## src/rtl/dwc_sched.sv

```systemverilog
`default_nettype none
//------------------------------------------------------------------------------
// dwc_sched : depthwise-conv PU array sequencer (weights, column stream, drain)
// Optional: DWC_SCHED_WATCHDOG_EN adds a DRAIN idle watchdog and err_timeout.
// Rev 1.0
//------------------------------------------------------------------------------
module dwc_sched #(
  parameter int UNIT_NUM = 16,
  parameter int K        = 3,
  parameter int COL_AW   = 10,
  parameter int TILE_W   = 8,
  parameter int GRP_W    = 8
) (
  input  logic                  clk,
  input  logic                  rst_n,
  input  logic                  start,
  input  logic [COL_AW-1:0]     cfg_width,
  input  logic [TILE_W-1:0]     cfg_row_tiles,
  input  logic [GRP_W-1:0]      cfg_ch_groups,
  output logic                  w_rd_en,
  output logic [GRP_W-1:0]      w_rd_grp,
  output logic                  w_load,
  input  logic                  col_rdy,
  output logic                  col_rd_en,
  output logic [COL_AW-1:0]     col_rd_addr,
  output logic [TILE_W-1:0]     col_rd_tile,
  output logic [GRP_W-1:0]      col_rd_grp,
  output logic                  pu_in_valid,
  input  logic [UNIT_NUM*4-1:0] pu_out_valids,
  output logic                  busy,
  output logic                  tile_done,
  output logic                  done,
`ifdef DWC_SCHED_WATCHDOG_EN
  output logic                  err_timeout,
`endif
  output logic                  cfg_err
);

  typedef enum logic [2:0] {
    S_IDLE   = 3'd0,
    S_LOAD_W = 3'd1,
    S_STREAM = 3'd2,
    S_DRAIN  = 3'd3,
    S_DONE   = 3'd4
  } state_t;

  localparam logic [COL_AW-1:0] c_K = COL_AW'(K);

  state_t              r_state;
  state_t              w_next;
  logic                r_lw_phase;
  logic [COL_AW-1:0]   r_width;
  logic [TILE_W-1:0]   r_rows;
  logic [GRP_W-1:0]    r_grps;
  logic [COL_AW-1:0]   r_col;
  logic [TILE_W-1:0]   r_tile;
  logic [GRP_W-1:0]    r_grp;
  logic [COL_AW-1:0]   r_out_cnt;
  logic                r_cfg_err;
  logic                r_pu_in_valid;

  logic                w_cfg_ok;
  logic                w_accept;
  logic                w_out_v;
  logic                w_hit;
  logic                w_last_col;
  logic                w_more_tiles;
  logic                w_more_grps;
  logic                w_unused_valids;

  // Unit 0 / row 0 is the reference lane for drain accounting.
  assign w_out_v         = pu_out_valids[0];
  assign w_unused_valids = ^pu_out_valids[UNIT_NUM*4-1:1];

  assign w_cfg_ok     = (cfg_width >= c_K) && (cfg_row_tiles != '0) && (cfg_ch_groups != '0);
  assign w_accept     = (r_state == S_IDLE) && start && w_cfg_ok;
  assign w_hit        = r_out_cnt >= (r_width - c_K + COL_AW'(1));
  assign w_last_col   = r_col == (r_width - COL_AW'(1));
  assign w_more_tiles = r_tile < (r_rows - TILE_W'(1));
  assign w_more_grps  = r_grp < (r_grps - GRP_W'(1));

`ifdef DWC_SCHED_WATCHDOG_EN
  logic [11:0] r_wd;
  always_ff @(posedge clk or negedge rst_n) begin
    if (!rst_n) r_wd <= 12'd0;
    else        r_wd <= (r_state == S_DRAIN && !w_out_v) ? r_wd + 12'd1 : 12'd0;
  end
`endif

  always_comb begin
    w_next    = r_state;
    w_rd_en   = 1'b0;
    w_load    = 1'b0;
    col_rd_en = 1'b0;
    tile_done = 1'b0;
    done      = 1'b0;
`ifdef DWC_SCHED_WATCHDOG_EN
    err_timeout = 1'b0;
`endif
    case (r_state)
      S_IDLE: if (w_accept) w_next = S_LOAD_W;
      S_LOAD_W: begin
        if (!r_lw_phase) w_rd_en = 1'b1;
        else begin
          w_load = 1'b1;
          w_next = S_STREAM;
        end
      end
      S_STREAM: begin
        if (col_rdy) begin
          col_rd_en = 1'b1;
          if (w_last_col) w_next = S_DRAIN;
        end
      end
      S_DRAIN: begin
        if (w_hit) begin
          tile_done = 1'b1;
          if (w_more_tiles)     w_next = S_STREAM;
          else if (w_more_grps) w_next = S_LOAD_W;
          else                  w_next = S_DONE;
        end
`ifdef DWC_SCHED_WATCHDOG_EN
        else if (r_wd == 12'hFFF) begin
          err_timeout = 1'b1;
          w_next      = S_IDLE;
        end
`endif
      end
      S_DONE: begin
        done   = 1'b1;
        w_next = S_IDLE;
      end
      default: w_next = S_IDLE;
    endcase
  end

  always_ff @(posedge clk or negedge rst_n) begin
    if (!rst_n) begin
      r_state       <= S_IDLE;
      r_lw_phase    <= 1'b0;
      r_width       <= '0;
      r_rows        <= '0;
      r_grps        <= '0;
      r_col         <= '0;
      r_tile        <= '0;
      r_grp         <= '0;
      r_out_cnt     <= '0;
      r_cfg_err     <= 1'b0;
      r_pu_in_valid <= 1'b0;
    end else begin
      r_state       <= w_next;
      r_lw_phase    <= (r_state == S_LOAD_W) && !r_lw_phase;
      r_cfg_err     <= (r_state == S_IDLE) && start && !w_cfg_ok;
      r_pu_in_valid <= col_rd_en;

      if (w_accept) begin
        r_width <= cfg_width;
        r_rows  <= cfg_row_tiles;
        r_grps  <= cfg_ch_groups;
        r_col   <= '0;
        r_tile  <= '0;
        r_grp   <= '0;
      end else if (col_rd_en) begin
        r_col <= r_col + COL_AW'(1);
      end else if (tile_done) begin
        r_col <= '0;
        if (w_more_tiles) r_tile <= r_tile + TILE_W'(1);
        else if (w_more_grps) begin
          r_tile <= '0;
          r_grp  <= r_grp + GRP_W'(1);
        end
      end

      // Outputs landing during STREAM belong to the current tile too.
      if (w_next == S_STREAM && r_state != S_STREAM)
        r_out_cnt <= '0;
      else if ((r_state == S_STREAM || r_state == S_DRAIN) && w_out_v)
        r_out_cnt <= r_out_cnt + COL_AW'(1);
    end
  end

  assign busy        = r_state != S_IDLE;
  assign w_rd_grp    = r_grp;
  assign col_rd_addr = r_col;
  assign col_rd_tile = r_tile;
  assign col_rd_grp  = r_grp;
  assign pu_in_valid = r_pu_in_valid;
  assign cfg_err     = r_cfg_err;

endmodule
`default_nettype wire

```

## config.mk

```make
export PLATFORM = sky130hd
export DESIGN_NAME = dwc_sched
export DESIGN_NICKNAME = d
export VERILOG_FILES = /design/src/rtl/dwc_sched.sv
export SDC_FILE = /design/constraint.sdc
export NUM_CORES = 1
export LEC_CHECK = 0
export ABC_AREA = 0
export CORE_MARGIN = 2
export CORE_UTILIZATION = 43
export CTS_CLUSTER_SIZE = 28
export DETAILED_ROUTE_END_ITERATION = 8
export GPL_TIMING_DRIVEN = 0
export PLACE_DENSITY = 0.87
export REMOVE_ABC_BUFFERS = 1
export SETUP_SLACK_MARGIN = 0.15
export SLEW_MARGIN = 10
export SYNTH_ARGS = -nofsm -noshare
export SYNTH_HDL_FRONTEND = slang
export SYNTH_SLANG_ARGS = --single-unit
```

## constraint.sdc

```tcl
create_clock -name clk -period 3.24 [get_ports clk]
set_input_delay 0.648 -clock clk [delete_from_list [all_inputs] [get_ports clk]]
set_output_delay 0.648 -clock clk [all_outputs]
set_load 0.01 [all_outputs]
```

Fig. 1: run 1, met3 routing
Drawn at 4 px/micron. Cells faint in the background.
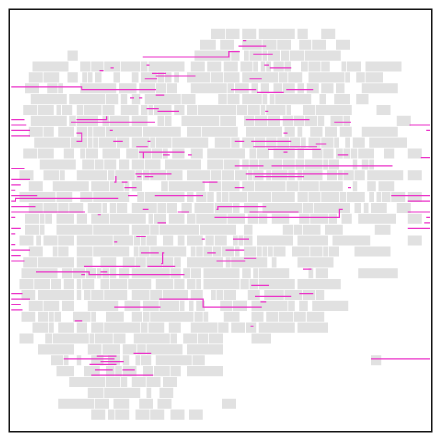
The wires run mostly horizontal. The layer carries 782 microns of wire. The longest straight run is 31.1 microns.
routed wire length: 13,760 microns
M3 GR Usage: 4.515%
routed vias: 4,236

Fig. 2: run 1, wiring heat map
Drawn at 4 px/micron. 21 x 21 tiles, from dark blue (low) to red (high), scaled to the fullest tile. Values are wire area over tile area, all layers added.
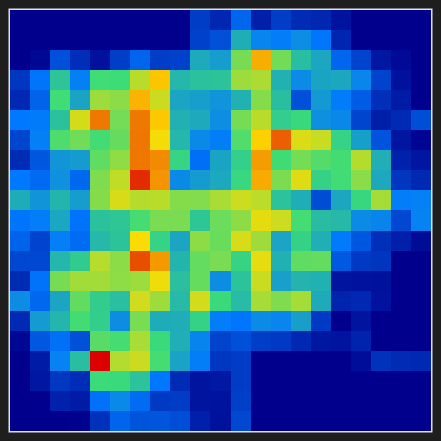
25% of the tiles are over half the peak. The emptiest ninth of the die: south-east. 20% of the tiles are nearly empty. The densest ninth of the die: centre. The fullest tile reaches 0.67. The mean over all tiles is 0.20.
Total GRT Usage: 22.02%
routed len/inst: 19.13 microns

==> ci_impl_report.md, run 1 <==
## Implementation flow summary

| Metric | Value |
|---|---|
| Status | `complete, but fails checks` |
| Violated checks | `negative setup slack` |
| Finish-stage setup viols | `16` |
| Clock transition at path regs | `0.08 ns` |
| Largest net degree at the start of global routing | `~53` |
| CP required | `~2.6 ns` |
| First-pass DRT Iterations | `4` |
| Synth cell types | `53` |
| Final worst slack | `-0.08175 ns` |
| CTS Buf Count | `9` |
| Clock Skew | `0.01510 ns` |
| Top cell type by instance count after synthesis | `dfrtp_1` |
| Yosys reg bits | `68` |
| Crit path top cell by count | `buf_6` |
| First-pass GRT wire length | `19,810 microns` |
| Largest area contributor in the netlist | `dfrtp_1` |
| Worst Path Buf+Inv | `4` |
| Worst setup path class | `reg -> out` |
| Core footprint | `0.009864 sq mm` |
| Hold_ws | `0.1475 ns` |
Fig. 3: run 1, met2 routing
Drawn at 4 px/micron. Cells faint in the background.
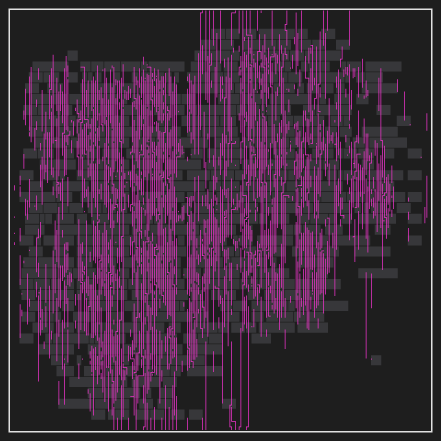
591 nets have wire on it. The wires run mostly vertical.
met2 usage: 39.45%

-- run 1: registers in the layout, indices dropped and copies added (netlist names) --
register / cells
col_rd_addr: 10
r_out_cnt: 10
r_width: 10
col_rd_grp: 8
col_rd_tile: 8
r_grps: 8
r_rows: 8
r_state: 3
cfg_err: 1
pu_in_valid: 1
r_lw_phase: 1
-- run 1: layout make-up --
| cell class | count | area [sq um] | share of cell area (%) |
|---|---|---|---|
| clock buffers | 11 | 151.4 | 2.376 |
| multi-input cells | 352 | 2958 | 46.43 |
| inverters | 19 | 73.82 | 1.159 |
| well taps | 133 | 166.4 | 2.612 |
| clock inverters | 5 | 83.83 | 1.316 |
| flip-flops and latches | 68 | 1709 | 26.83 |
| repair buffers | 131 | 1229 | 19.29 |
-- run 1: placed cells by master, fill, tap and decap left out, types with 7 or more instances in the layout --
cell	synthesis	layout
xor2_1	16	16
ha_1	33	32
nand3_1	13	12
nand2_1	37	37
or4_4	0	7
xnor2_1	30	29
a21oi_1	24	13
nor2_1	26	22
o21ai_0	24	20
buf_6	0	14
buf_4	8	45
dfrtp_1	68	62
a21oi_2	0	10
and3_1	10	10
clkbuf_8	0	11
inv_1	19	15
clkdlybuf4s50_1	0	70
nor3_1	16	13
mux2_2	20	20
-- run 1: power by group --
group,internal [mW],total [mW],switching (mW)
Combinational,1.45,2.92,1.46
Clock,0.477,0.838,0.362
Sequential,1.10,1.49,0.383
-- run 1: logic make-up (layout without fill, tap and decap cells) --
kind of cell    after synthesis  count (layout)  synth area share (%)
simple gates                154             154                 18.39
compound gates               97              97                 14.25
flops                        68              68                 38.60
xor+xnor                     46              46                 9.140
buf+inv                      44             166                 4.684
fa+ha+maj                    33              33                 9.367
mux                          22              22                 5.564
-- run 1: path summary, 6_finish.rpt --
path                            cells past startpoint  slack (ns)             end       start
worst max-delay path                               11       -0.08       tile_done  r_width[4]
max in group asynchronous                           2        2.53      r_width[5]       rst_n
min in group clk                                    1        0.53       r_rows[7]   r_rows[7]
worst min register to register                      1        0.53       r_rows[7]   r_rows[7]
worst max register to register                     12       -0.05  col_rd_tile[6]   r_grps[5]
worst min-delay path                                1        0.15      r_state[1]       rst_n
-- run 1: routing by layer --
| layer | vias up | routed length, microns | track usage, % |
|---|---|---|---|
| li1 | 1930 | - | - |
| met5 | - | 0 | 0 |
| met1 | 2069 | 5120 | 26.10 |
| met4 | 0 | 461 | 7.524 |
| met3 | 43 | 781 | 4.515 |
| met2 | 194 | 7391 | 39.45 |
-- run 1: repair_timing --
item	4_1_cts	5_1_grt
gates resized	56	54
endpoints found under the setup margin	40	35
setup buffers	31	21
pin swaps	30	30
-- run 1: metrics by stage --
step / area (sq um) / utilization [%]
after floorplan: 4273 / -
after global placement: 5160 / 52.31
after detailed placement: 5238 / 53.09
after CTS: 5924 / 60.06
after global routing: 6371 / 64.59
final: 6371 / 64.59
==> inputs of run 2 (changes only) <==
CORE_UTILIZATION = 40   (was 43)
PLACE_DENSITY = 0.83   (was 0.87)
Fig. 4: run 2, ports around the boundary
Drawn at 4 px/micron. Pins as bars across the die edge, other pins in grey.
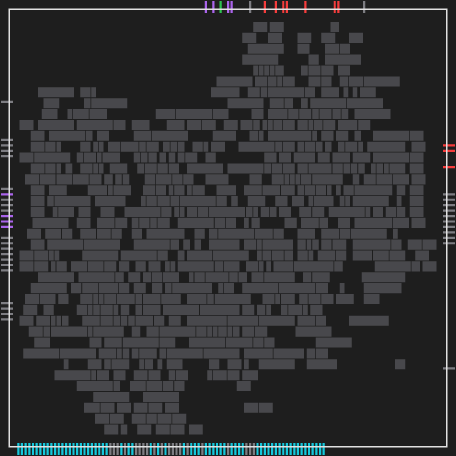
Key: cyan = pu_out_valids [pins 64, direction input, edge south]; red = col_rd_addr [pins 10, direction output, edge 7 north, 3 east]; purple = col_rd_tile [pins 8, direction output, edge 4 north, 4 west]; green = tile_done [pins 1, direction output, edge north]
DIE WIDTH: 109.0 microns
IO buf count: 72
Die H: 109.0 microns

==> ci_impl_report.md, run 2 <==
## Implementation flow summary

| Metric | Value |
|---|---|
| Status | `complete, but fails checks` |
| Violated checks | `negative setup slack` |
| Clock Skew | `0.01669 ns (+0.001589 ns)` |
| Multiplexer area fraction after synthesis | `5.563% (unchanged)` |
| Simple Share, Synth | `18.39% (unchanged)` |
| Routed vias | `4,023 (-5.0%)` |
| Comb pwr share | `53.9% (-1.7 points)` |
| Adder Share, Synth | `9.367% (unchanged)` |
| P_sw | `2.052 mW (-7.1%)` |
| Cell internal pwr | `2.882 mW (-5.0%)` |
| Largest net degree at the start of global routing | `48 (-9.4%)` |
| Clock transition at path regs | `0.07 ns (about the same)` |
| Sequential power share | `30.5% (+2.1 points)` |
| Worst Path Buf+Inv | `3 (-1)` |
| Storage element area | `0.001708 sq mm (about the same)` |
| Routed wire length | `12,280 microns (-11%)` |
| Synth warn | `0` |
| Filler Cell Count | `about 870` |
| Worst setup path class | `reg -> out` |
| CTS Buf Count | `9 (unchanged)` |
| Combinational gate area | `0.002909 sq mm (-1.6%)` |
| Aoi share | `14.25% (unchanged)` |
| First-pass GRT wire length | `19,240 microns (-2.9%)` |
| Top Layer Used | `met4` |
| M1 WL | `4970 microns (-2.9%)` |
| CP required | `2.59 ns (about the same)` |
| Final worst slack | `-0.06740 ns (+0.01434 ns)` |
| Clock power frac | `15.5% (-0.5 points)` |
| Fmax | `302.4 MHz` |
| Routed wl met3 | `571 microns (-27%)` |
| Yosys Chip Area | `about 0.0044 sq mm` |
| Finish-stage setup viols | `3 (-13)` |
| Met2 WL | `6419 microns (-13%)` |
| Most numerous logic cells after layout | `clkdlybuf4s50_1 (70), dfrtp_1 (63), buf_4 (40)` |
| Sw Share | `41.59% (-0.53 points)` |
| Dominant comb cell | `simple AND/OR/NAND/NOR gates` |
| Top logic cell by instance count in the layout | `clkdlybuf4s50_1` |
| XOR/XNOR Area Share | `9.140% (unchanged)` |
| Yosys reg bits | `68 (unchanged)` |
| Total GRT Usage | `20.72% (-1.3 points)` |
| Mapped Area | `~0.0044 sq mm` |
| Largest area contributor in the netlist | `dfrtp_1` |
| Core footprint | `0.01079 sq mm (+9.4%)` |
| Top cell type by instance count after synthesis | `dfrtp_1` |
| Path type of the worst min-delay path | `in -> async` |
| First-pass DRT Iterations | `4 (unchanged)` |
| Synth cell types | `53 (unchanged)` |
Fig. 5: run 2, routing congestion map
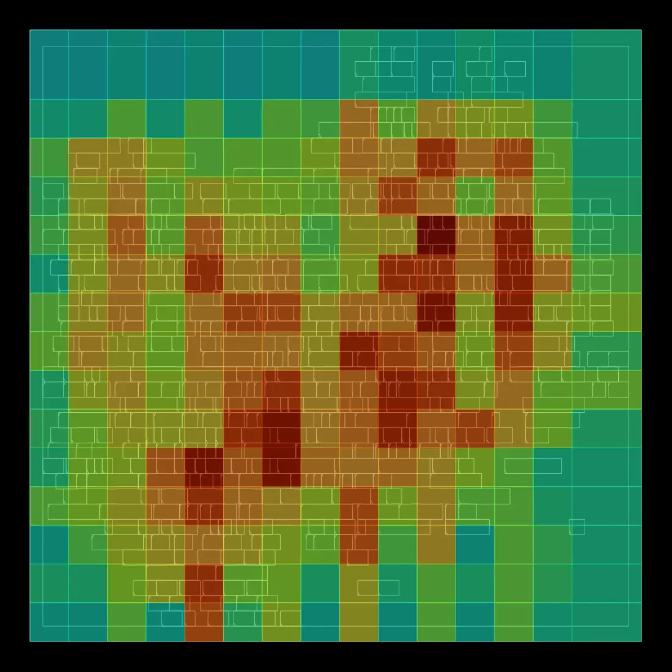
routed len/inst: 17.20 microns
M3 GR Usage: 5.977%
met1 Use GR: 23.31%
layer with the highest usage: met2
Layout Utilization: 57.57%

-- run 2: what timing repair did --
| item | in CTS | in global routing |
|---|---|---|
| setup endpoints to repair | 40 | 37 |
| pin swaps | 17 | 21 |
| buffers inserted | 29 | 11 |
| gates cloned | 1 | 0 |
| resized | 53 | 40 |
-- run 2: power by group through the flow --
stage / registers [mW] / logic [mW] / clock network [mW]
final: 1.51 / 2.66 / 0.766
after floorplan: 1.40 / 1.30 / 0
after global placement: 1.46 / 1.74 / 0
after CTS: 1.49 / 2.30 / 0.769
after detailed placement: 1.49 / 1.88 / 0
after global routing: 1.55 / 2.88 / 0.818
-- run 2: routing by layer --
layer / track usage (%) / vias up
met1: 23.31 / 1969
li1: - / 1901
met2: 37.49 / 114
met5: 0 / -
met3: 5.977 / 39
met4: 6.685 / 0
-- run 2: through the flow --
step / utilization [%] / power [mW] / setup TNS (ns) / hold WS [ns] / area, sq um
after CTS: 54.54 / 4.561 / 0 / 0.1877 / 5887
after global routing: 57.57 / 5.253 / -1.433 / 0.1909 / 6213
after global placement: 47.89 / 3.198 / -343.83 / 0.4408 / 5169
after detailed placement: 48.61 / 3.366 / -17.10 / 0.4580 / 5246
final: 57.57 / 4.935 / -0.1529 / 0.1804 / 6213
after floorplan: - / 2.705 / -130.27 / 0.3524 / 4273
-- run 2: final cells by class --
class	count	area share [%]
multi-input combinational	352	46.82
sequential	68	27.49
timing repair buffer	120	18.36
tap	140	2.819
clock buffer	10	2.054
inverter	19	1.208
clock inverter	5	1.248
-- run 2: cell families after synthesis --
kind of cell / count (synthesis)
adders and majority gates: 33
muxes: 22
buffers and inverters: 44
DFF: 68
AOI/OAI and AO/OA: 97
xor gates and xnor gates: 46
and+or+nand+nor: 154
-- run 2: path summary, 6_finish.rpt --
path | startpoint | end | slack (ns) | depth (start not counted)
setup / recovery | r_width[4] | tile_done | -0.07 | 11
min in group clk | r_lw_phase | r_lw_phase | 0.48 | 1
hold / removal | rst_n | col_rd_addr[6] | 0.18 | 1
hold reg to reg | r_lw_phase | r_lw_phase | 0.48 | 1
setup reg to reg | r_width[4] | col_rd_grp[5] | -0.06 | 12
max in group asynchronous | rst_n | col_rd_tile[0] | 2.54 | 2
Power is estimated from default activity; no workload was simulated.
